$ cat src/rtl/updi_mem_ctrl.sv
// Burst controller for a single-port SRAM. It turns a start address and beat count into
// a stream of registered SRAM accesses, which can be stores or loads.
module updi_mem_ctrl #(
    parameter int ADDR_W   = 8,
    parameter int DATA_W   = 8,
    parameter int READ_LAT = 1
) (
    input  logic              clk,
    input  logic              i_resetn,
    input  logic              i_req_valid,
    output logic              o_req_ready,
    input  logic              i_req_write,
    input  logic [ADDR_W-1:0] i_req_addr,
    input  logic [7:0]        i_req_len,
    input  logic              i_ptr_inc,
    input  logic              i_abort,
    input  logic              i_wdata_valid,
    output logic              o_wdata_ready,
    input  logic [DATA_W-1:0] i_wdata,
    output logic              o_rdata_valid,
    input  logic              i_rdata_ready,
    output logic [DATA_W-1:0] o_rdata,
    output logic              o_done,
    output logic              o_csb0,
    output logic              o_web0,
    output logic [ADDR_W-1:0] o_addr0,
    output logic [DATA_W-1:0] o_din0,
    input  logic [DATA_W-1:0] i_dout0
);

    typedef enum logic [2:0] {IDLE, WRITE, RD_CMD, RD_WAIT, RD_OUT} state_t;

    typedef struct packed {
        logic [ADDR_W-1:0] ptr;
        logic [7:0]        cnt;
        logic              inc;
    } burst_t;

    localparam logic [1:0] WAIT_LAST = 2'(READ_LAT - 1);

    state_t            state, state_d;
    burst_t            burst, burst_d;
    logic [1:0]        wcnt, wcnt_d;
    logic              csb_d, web_d, done_d, beat;
    logic [ADDR_W-1:0] addr_d;
    logic [DATA_W-1:0] din_d, rdata_d;

    assign o_req_ready   = (state == IDLE);
    assign o_wdata_ready = (state == WRITE);
    assign o_rdata_valid = (state == RD_OUT);

    always_comb begin
        state_d = state;
        burst_d = burst;
        wcnt_d  = wcnt;
        csb_d   = 1'b1;
        web_d   = 1'b1;
        addr_d  = o_addr0;
        din_d   = o_din0;
        rdata_d = o_rdata;
        done_d  = 1'b0;
        beat    = 1'b0;

        case (state)
            IDLE: begin
                if (i_req_valid) begin
                    burst_d.ptr = i_req_addr;
                    burst_d.cnt = i_req_len;
                    burst_d.inc = i_ptr_inc;
                    state_d     = i_req_write ? WRITE : RD_CMD;
                end
            end
            WRITE: begin
                if (i_wdata_valid) begin
                    csb_d = 1'b0;
                    web_d = 1'b0;
                    addr_d = burst.ptr;
                    din_d  = i_wdata;
                    beat   = 1'b1;
                end
            end
            RD_CMD: begin
                csb_d   = 1'b0;
                addr_d  = burst.ptr;
                wcnt_d  = '0;
                state_d = RD_WAIT;
            end
            RD_WAIT: begin
                if (wcnt == WAIT_LAST) begin
                    rdata_d = i_dout0;
                    state_d = RD_OUT;
                end else begin
                    wcnt_d = wcnt + 2'd1;
                end
            end
            RD_OUT: begin
                if (i_rdata_ready) beat = 1'b1;
            end
            default: state_d = IDLE;
        endcase

        if (beat) begin
            if (burst.inc) burst_d.ptr = burst.ptr + ADDR_W'(1);
            if (burst.cnt == 8'd0) begin
                done_d  = 1'b1;
                state_d = IDLE;
            end else begin
                burst_d.cnt = burst.cnt - 8'd1;
                state_d     = (state == WRITE) ? WRITE : RD_CMD;
            end
        end

        // Abort wins over a same-cycle handshake: the beat is dropped and nothing new is issued.
        if (state != IDLE && i_abort) begin
            state_d = IDLE;
            burst_d = burst;
            csb_d   = 1'b1;
            web_d   = 1'b1;
            addr_d  = o_addr0;
            din_d   = o_din0;
            done_d  = 1'b0;
        end
    end

    always_ff @(posedge clk or negedge i_resetn) begin
        if (!i_resetn) begin
            state   <= IDLE;
            burst   <= '0;
            wcnt    <= '0;
            o_csb0  <= 1'b1;
            o_web0  <= 1'b1;
            o_addr0 <= '0;
            o_din0  <= '0;
            o_rdata <= '0;
            o_done  <= 1'b0;
        end else begin
            state   <= state_d;
            burst   <= burst_d;
            wcnt    <= wcnt_d;
            o_csb0  <= csb_d;
            o_web0  <= web_d;
            o_addr0 <= addr_d;
            o_din0  <= din_d;
            o_rdata <= rdata_d;
            o_done  <= done_d;
        end
    end

endmodule

$ cat config.mk
export PLATFORM = sky130hd
export DESIGN_NAME = updi_mem_ctrl
export DESIGN_NICKNAME = d
export VERILOG_FILES = /design/src/rtl/updi_mem_ctrl.sv
export SDC_FILE = /design/constraint.sdc
export NUM_CORES = 1
export LEC_CHECK = 0
export CELL_PAD_IN_SITES_DETAIL_PLACEMENT = 1
export CELL_PAD_IN_SITES_GLOBAL_PLACEMENT = 2
export CORE_MARGIN = 2
export CORE_UTILIZATION = 23
export CTS_CLUSTER_DIAMETER = 150
export DETAILED_ROUTE_END_ITERATION = 8
export PLACE_DENSITY_LB_ADDON = 0.1
export SYNTH_ARGS = -nofsm -noshare
export SYNTH_HDL_FRONTEND = slang
export SYNTH_SLANG_ARGS = --single-unit
export TNS_END_PERCENT = 20
$ cat constraint.sdc
create_clock -name clk -period 4.5 [get_ports clk]
set_input_delay 0.9 -clock clk [delete_from_list [all_inputs] [get_ports clk]]
set_output_delay 0.9 -clock clk [all_outputs]
set_load 0.01 [all_outputs]
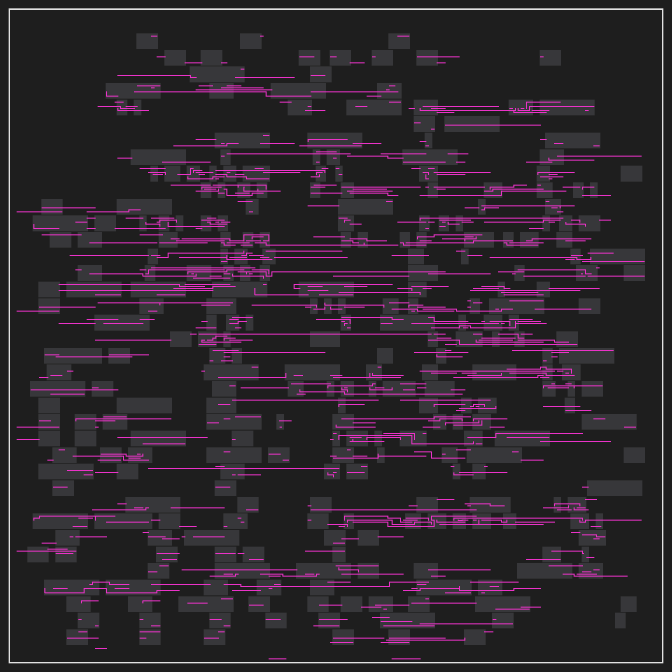
*Met1 routing*
nets with wire on the layer: 301
main direction: horizontal

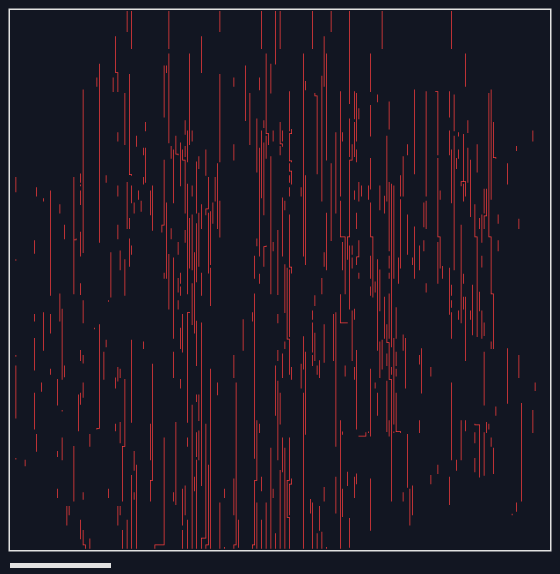
*The metal 2 layer*
Scale bar: 20 um.
share of all routed wire: 49%
wire length on this layer: 3450 um
main direction: vertical
nets with wire on the layer: 304
longest straight run: 40.1 um

==> run summary <==
Implementation results

The number of placed instances, taps included, is 422. The synthesis area per yosys is 2450 um2. Pin placement for this block handled 70 I/O pins. Once layout is done, the placed cells without fillers occupy 3370 um2. The count of buffers from port buffering is 69.

The die is 107 um wide. The largest buffer count on any clock path is 2. The final clock period utilization by the worst path is 64.7%. After synthesis, the netlist uses 53 different library cells. The number of design rule violations left after detail routing is 0.

In this design, the stage delay of the slowest critical-path cell is 720 ps. The final hold violation count is 0. The area of the multi-input gates is 1140 um2. The average instance area after synthesis is 10.9 um2. During synthesis, Yosys emitted a total of 0 warnings. The core region is 10300 um2. Setup repair after global routing left no endpoint under its margin. The starting density of the core is 23.7%. The buffers plus inverters on the worst setup path is 1.

For the pin with the worst max-slew slack, the measured transition is 889 ps. TritonCTS built the clock tree. The worst path required time is 3600 ps. The number of cell instances on the worst register-to-register path is 7. The count of tool warnings is 26. After synthesis, the design contains 224 cells according to Yosys. The number of H-tree branching levels is 2. The nature of the critical path startpoint is a flip-flop.

The commonest register cell is dfrtp_1. Looking at the setup timing report, the critical path kind is reg -> out. The count of nets left with antenna violations once routing finished came out at 0. In this run the core area contains 37 standard-cell rows. The number of hold buffers added after CTS was 0. The final-layout setup total negative slack is 0 ps. The clock skew after layout is 7.59 ps. The power density relative to cell area is 632 nW/um2. Sequential cells account for 39.8% of the total power. The worst setup path is captured at an output port. After its last routability iteration, the placer logged a weighted congestion of 0.709. The placement-stage worst setup slack is 1440 ps. Per the breakdown, switching nets consume 38.6% of all power. The count of TritonRoute iterations in the first routing pass is 4.

The repair_antennas step left the layout with diodes totalling 0. The number of antenna violations at the first check in global routing was 0. The run finished with clean final reports.

The maximum vdd drop is 0.226 mV. For this run, the detailed router reports a per-instance via density of 4.73. For reference, the final report shows the max-slew violation count at 0.

The flow reports that combinational logic draws 47.3% of the design power. STA puts the critical path data arrival time at 2010 ps. The clock-pin slew on the worst setup and hold paths is 100 ps. For this run, asynchronously set or reset flops after synthesis account for 100%.

The clock sink count is 49. STA lists the maximum fanout along the critical path as 18. Entering global routing, the biggest net connects 50 pins. The net switching power figure is 821 uW.

The portion of total power attributed to the clock network is 12.9%. The root buffer cell is clkbuf_8. The power report lists cell-internal power as 1310 uW.

The number of synthesized flops with an enable pin is 0. The number of endpoints failing setup at the final stage is 0. The number of gates resized after CTS is 0. The total global routing overflow is 0. The path class of the tightest hold or removal check is reg -> reg.

Of the cells placed in the final design, the portion with a size suffix greater than 1 is 13.3%. The growth of design area from synthesis to finish is 37.8%. The die is 107 um tall. The post-layout minimum cycle time is 2910 ps. The slack of the worst reg-to-reg path is 2030 ps. The startpoint of the worst register-to-register path is burst[1].
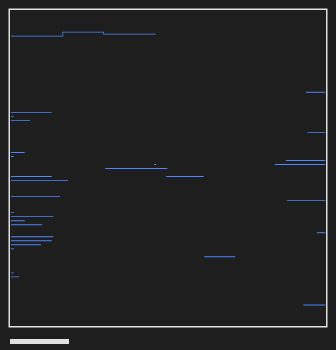
*Met3 routing*
Scale bar: 20 um.
wire length on this layer: 304 um
main direction: horizontal
nets with wire on the layer: 28
share of all routed wire: 4.3%

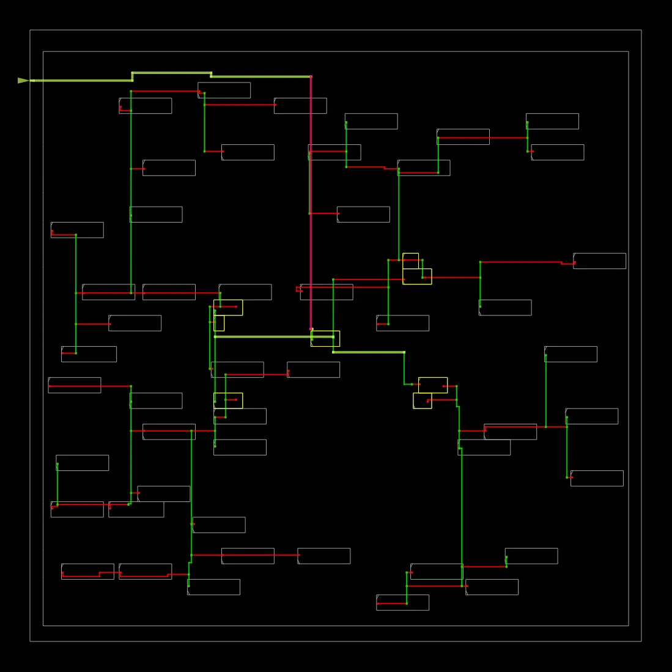
*Clock wiring as the flow saved it*
sequential cell count: 49
number of buffers created by CTS: 5

logic make-up after synthesis:
kind of cell               synth area share (%)
DFF                                        50.2
xor gates and xnor gates                  0.358
muxes                                      11.9
adders and majority gates                  1.53
buffers and inverters                      3.02
and+or+nand+nor                            17.0
AOI/OAI and AO/OA                          16.0
cell usage after synthesis (5+ instances only):
master / instances / area, um2
buf_2: 5 / 25.0
o21ai_1: 5 / 25.0
inv_1: 6 / 22.5
mux2_1: 8 / 90.1
dfrtp_1: 47 / 1180
mux2_2: 16 / 180
a21oi_1: 13 / 65.1
o21ai_0: 7 / 35.0
a22o_1: 5 / 43.8
nor2_1: 14 / 52.6
nor3_1: 5 / 25.0
nand3_1: 12 / 60.1
nand2_1: 15 / 56.3
power groups by stage:
stage | Sequential, uW | Combinational (uW) | Clock [uW]
floorplan | 838 | 567 | 0
global placement | 860 | 1020 | 0
detailed placement | 858 | 1020 | 0
CTS | 852 | 1030 | 297
global route | 886 | 1110 | 313
finish | 848 | 1010 | 275
per-layer routing:
| metal | GRT usage, % | part of all wire, % |
|---|---|---|
| met5 | 0 | 0 |
| met4 | 3.34 | 0.62 |
| met3 | 3.34 | 4.3 |
| met2 | 21.1 | 49 |
| met1 | 16.6 | 46 |
worst max-delay path by stage:
stage | start | endpoint | slack, ps | cells past startpoint
6_report | state[0] | o_wdata_ready | 1590 | 2
5_1_grt | i_wdata_valid | burst[16] | 1400 | 6
4_1_cts | state[0] | o_wdata_ready | 1550 | 2
3_5_place_dp | i_wdata_valid | burst[16] | 1440 | 6
3_3_place_gp | i_wdata_valid | burst[16] | 1570 | 6
2_1_floorplan | i_rdata_ready | burst[14] | 2300 | 6
state kept, by name (all words and copies together) (netlist names):
name	flops
state	3
o_din0	8
o_web0	1
o_csb0	1
wcnt	2
burst	17
o_done	1
o_rdata	8
o_addr0	8
cell type report:
cell class | instances | area share [%]
Clock buffer | 5 | 2.04
Clock inverter | 3 | 0.631
Inverter | 6 | 0.668
Multi-Input combinational cell | 158 | 33.9
Sequential cell | 49 | 36.5
Tap cell | 136 | 5.05
Timing Repair Buffer | 73 | 21.2
stage by stage:
stage               utilization, %  power (uW)  hold WS, ps
floorplan                        -        1410          473
global route                  32.7        2310          519
global placement              31.8        1880          475
finish                        32.7        2130          498
detailed placement            31.8        1880          483
CTS                           32.7        2180          508
worst min-delay path, stage by stage (launching register included):
cell and delay (ps):
dfrtp_1 360, nand2_1 50, o21ai_0 60
Power is estimated from default activity; no workload was simulated.
